<file path="src/rtl/unidade_controle_pkg.sv">
// rtl/unidade_controle_pkg.sv - shared opcodes, register control codes, ULA selects and FSM states
package unidade_controle_pkg;

  localparam logic [2:0] OP_NOP = 3'd0;
  localparam logic [2:0] OP_CLR = 3'd1;
  localparam logic [2:0] OP_LDX = 3'd2;
  localparam logic [2:0] OP_ADD = 3'd3;
  localparam logic [2:0] OP_SUB = 3'd4;
  localparam logic [2:0] OP_SHL = 3'd5;
  localparam logic [2:0] OP_MUL = 3'd6;
  localparam logic [2:0] OP_RSV = 3'd7;

  localparam logic [4:0] REG_CLEAR  = 5'd0;
  localparam logic [4:0] REG_LOAD   = 5'd1;
  localparam logic [4:0] REG_HOLD   = 5'd2;
  localparam logic [4:0] REG_SHIFTL = 5'd3;

  localparam logic [1:0] ULA_ADD  = 2'd0;
  localparam logic [1:0] ULA_SUB  = 2'd1;
  localparam logic [1:0] ULA_PASS = 2'd2;

  typedef enum logic [2:0] {
    S_IDLE,
    S_EXEC,
    S_MUL_CLR,
    S_MUL_SHIFT,
    S_MUL_ADD,
    S_DONE
  } state_t;

endpackage

</file>
<file path="src/rtl/unidade_controle_contador_iter.sv">
// rtl/unidade_controle_contador_iter.sv - multiply iteration counter, terminal flag at N_BITS-1
module contador_iter
  import unidade_controle_pkg::*;
#(
  parameter int N_BITS = 5,
  parameter int CW     = (N_BITS > 1) ? $clog2(N_BITS) : 1
) (
  input  logic clock,
  input  logic reset_n,
  input  logic clr,
  input  logic inc,
  output logic last
);

  logic [CW-1:0] count;

  // Saturates at the terminal value so narrow widths never wrap back to zero.
  always_ff @(posedge clock) begin
    if (!reset_n) begin
      count <= '0;
    end else if (clr) begin
      count <= '0;
    end else if (inc && !last) begin
      count <= count + 1'b1;
    end
  end

  assign last = (count == CW'(N_BITS - 1));

endmodule

</file>
<file path="src/rtl/unidade_controle.sv">
// rtl/unidade_controle.sv - X/Y/Z datapath control FSM; UNIDADE_CONTROLE_MUL_EN enables shift-and-add MUL
module unidade_controle
  import unidade_controle_pkg::*;
#(
  parameter int N_BITS = 5
) (
  input  logic       clock,
  input  logic       reset_n,
  input  logic       start,
  input  logic [2:0] opcode,
  input  logic       mult_bit,
  output logic [4:0] tx,
  output logic [4:0] ty,
  output logic [4:0] tz,
  output logic [1:0] sel_ula,
  output logic       busy,
  output logic       done
);

  state_t     state, state_next;
  logic [2:0] op_q;

`ifdef UNIDADE_CONTROLE_MUL_EN
  logic cnt_clr, cnt_inc, cnt_last;

  contador_iter #(.N_BITS(N_BITS)) u_contador_iter (
    .clock   (clock),
    .reset_n (reset_n),
    .clr     (cnt_clr),
    .inc     (cnt_inc),
    .last    (cnt_last)
  );
`else
  logic unused_mult_bit;
  assign unused_mult_bit = mult_bit;
`endif

  always_ff @(posedge clock) begin
    if (!reset_n) begin
      state <= S_IDLE;
      op_q  <= OP_NOP;
    end else begin
      state <= state_next;
      if (state == S_IDLE && start) begin
        op_q <= opcode;
      end
    end
  end

  always_comb begin
    state_next = state;
    tx         = REG_HOLD;
    ty         = REG_HOLD;
    tz         = REG_HOLD;
    sel_ula    = ULA_PASS;
    busy       = (state != S_IDLE);
    done       = 1'b0;
`ifdef UNIDADE_CONTROLE_MUL_EN
    cnt_clr    = 1'b0;
    cnt_inc    = 1'b0;
`endif
    case (state)
      S_IDLE: begin
        if (start) begin
`ifdef UNIDADE_CONTROLE_MUL_EN
          state_next = (opcode == OP_MUL) ? S_MUL_CLR : S_EXEC;
`else
          state_next = S_EXEC;
`endif
        end
      end
      S_EXEC: begin
        case (op_q)
          OP_CLR: begin
            tx = REG_CLEAR;
            ty = REG_CLEAR;
            tz = REG_CLEAR;
          end
          OP_LDX: tx = REG_LOAD;
          OP_ADD: begin
            ty      = REG_LOAD;
            sel_ula = ULA_ADD;
          end
          OP_SUB: begin
            ty      = REG_LOAD;
            sel_ula = ULA_SUB;
          end
          OP_SHL: ty = REG_SHIFTL;
          // MUL only lands here when the multiplier is not built.
          OP_NOP, OP_MUL, OP_RSV: ;
          default: ;
        endcase
        state_next = S_DONE;
      end
`ifdef UNIDADE_CONTROLE_MUL_EN
      S_MUL_CLR: begin
        ty         = REG_CLEAR;
        cnt_clr    = 1'b1;
        state_next = S_MUL_SHIFT;
      end
      S_MUL_SHIFT: begin
        ty         = REG_SHIFTL;
        state_next = S_MUL_ADD;
      end
      S_MUL_ADD: begin
        tx      = REG_SHIFTL;
        cnt_inc = 1'b1;
        if (mult_bit) begin
          ty      = REG_LOAD;
          sel_ula = ULA_ADD;
        end
        state_next = cnt_last ? S_DONE : S_MUL_SHIFT;
      end
`endif
      S_DONE: begin
        done       = 1'b1;
        state_next = S_IDLE;
      end
      default: state_next = S_IDLE;
    endcase
  end

endmodule

</file>
<file path="config.mk">
export PLATFORM = sky130hd
export DESIGN_NAME = unidade_controle
export DESIGN_NICKNAME = d
export VERILOG_FILES = /design/src/rtl/unidade_controle_pkg.sv /design/src/rtl/unidade_controle_contador_iter.sv /design/src/rtl/unidade_controle.sv
export SDC_FILE = /design/constraint.sdc
export NUM_CORES = 1
export LEC_CHECK = 0
export ABC_AREA = 1
export CORE_AREA = 2 2 39 41
export DETAILED_ROUTE_END_ITERATION = 10
export DIE_AREA = 0 0 41 43
export PLACE_DENSITY = 0.7
export SYNTH_ARGS = -nofsm -noshare
export SYNTH_HDL_FRONTEND = slang
export SYNTH_HIERARCHICAL = 1
export SYNTH_SLANG_ARGS = --single-unit
</file>
<file path="constraint.sdc">
create_clock -name clock -period 1.15 [get_ports clock]
set_clock_uncertainty 0.1 [all_clocks]
set_input_delay 0.345 -clock clock [delete_from_list [all_inputs] [get_ports clock]]
set_output_delay 0.345 -clock clock [all_outputs]
set_load 0.02 [all_outputs]
</file>
**Run 1: track usage over the die**

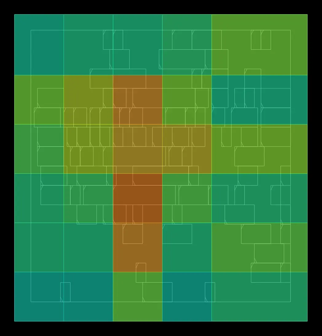
final core occ: 49.0%
GR Util met3: 3.14%
most crowded layer after global routing: met2
Overall Global Routing Usage: 11.0%

**Run 1: sequential cells colored by netlist name**

(6 px per um) Other cells in gray.
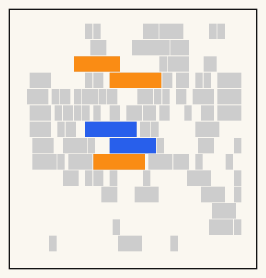
signal	color	sequential cells
state	blue	2
op_q	orange	3
Reg area: 114 um^2
seq pwr: 0.212 mW
flop share of the area: 16.8%

**Run 1: zoomed window**

Region (8, 0) to (33, 25) um. Cells in gray, sequential cells in the stronger gray; small squares are vias.
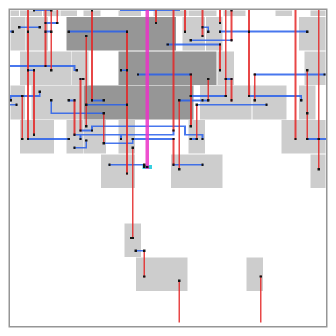
layer	color
met1	blue
met3	cyan
met2	red
met4	magenta
netlist names of flops here include	state (2), op_q (1)
sequential cells in the window	3
cells with their middle in the window	28
most frequent	buf_6 (4)

**Run 1: gate families picked out**

(6 px per um)
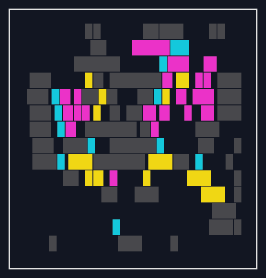
family	color	cells
NAND gates	magenta	20
NOR gates	yellow	12
inverters	cyan	11
dominant logic cell type in the layout: buf_6
fin cells: 104
logic share of the area: 37.3%

==> results.txt <==
impl run done, here's what came out: final worst setup slack=-0.365 ns, Final Hold Slack=0.437 ns, RR Endpoint=op_q[0], crit path max fanout=5, Post CTS Setup Buffer Count=3, number of port buffers=14, max FFs per register=3, Synth area leaders=dfxtp_1 (26%), buf_4 (19%), nand3_1 (12%), antenna diode count=0, Post-synth regs=5, gpl congestion=0.673, Logic area=253 um^2, final-layout non-clock buffer area share=32.3%, chip width=41 um, Seq share, synth=25.8%, violated checks=negative setup slack, Skew-Pair Late Insertion Delay=0.24 ns, status=finished with violations, initial antenna violation count=0, yosys stat cell total=63, HP Class=reg -> reg, Simple Share, Synth=38.1%, root buffer cell=clkbuf_4, aoi share=5.16%, post-CTS resize count=64, Inverters=11, share of layout cells above drive strength 1=47.7%, Power Clock=0.203 mW, number of remaining DRC errors=0, Cells on Worst Hold Path=2, FP Util=28.0%, CP required=0.70 ns, Area Overhead vs Synth=74.8%, power density cells=990 nW/um^2, Synth logic family=simple AND/OR/NAND/NOR gates, final setup vio count=9
[run 1: metrics by stage]
| stage | power [mW] | util [%] | setup slack [ns] | cells | instance area, um^2 |
|---|---|---|---|---|---|
| 6_report | 0.671 | 49.0 | -0.365 | 104 | 678 |
| 3_5_place_dp | 0.436 | 42.7 | -0.597 | 98 | 591 |
| 5_1_grt | 0.721 | 49.0 | -0.427 | 104 | 678 |
| 3_3_place_gp | 0.432 | 42.7 | -0.582 | 98 | 591 |
| 4_1_cts | 0.681 | 49.0 | -0.401 | 105 | 678 |
| 2_1_floorplan | 0.372 | - | -0.0562 | 72 | 460 |
[run 1: cell usage after synthesis]
cell type  number
a21oi_1         3
nand3_1         9
nor2_4          2
conb_1          1
buf_4          10
nor2_1          9
o21ai_0         1
nor3_1          1
inv_1           9
nand2_1        11
dfxtp_1         5
inv_2           2
[run 1: metal layers]
| layer | GRT usage, % | wire (um) | vias to the layer above |
|---|---|---|---|
| met5 | 0 | 0 | - |
| met4 | 8.00 | 15 | 0 |
| met3 | 3.14 | 58 | 2 |
| met2 | 16.6 | 449 | 19 |
| met1 | 12.3 | 308 | 185 |
| li1 | - | - | 223 |
[run 1: how the worst max path moves through the flow]
stage	end	cells after the start
6_report	ty[0]	5
5_1_grt	ty[0]	5
4_1_cts	ty[0]	5
3_5_place_dp	ty[1]	5
3_3_place_gp	ty[1]	5
2_1_floorplan	ty[0]	4
[run 1: layout by cell type, fill, tap and decap left out, types with 2 or more instances in the layout]
cell type / count
dfxtp_2: 2
nand2_2: 3
nor2_4: 4
nand2_1: 8
nand3_2: 2
clkbuf_4: 3
dfxtp_4: 3
buf_4: 6
conb_1: 10
nand3_1: 6
clkdlybuf4s50_1: 5
buf_6: 11
inv_2: 5
nor2_1: 6
inv_1: 5
a21oi_1: 3
Power figures rest on the tool's default switching activity, not on a simulated workload.
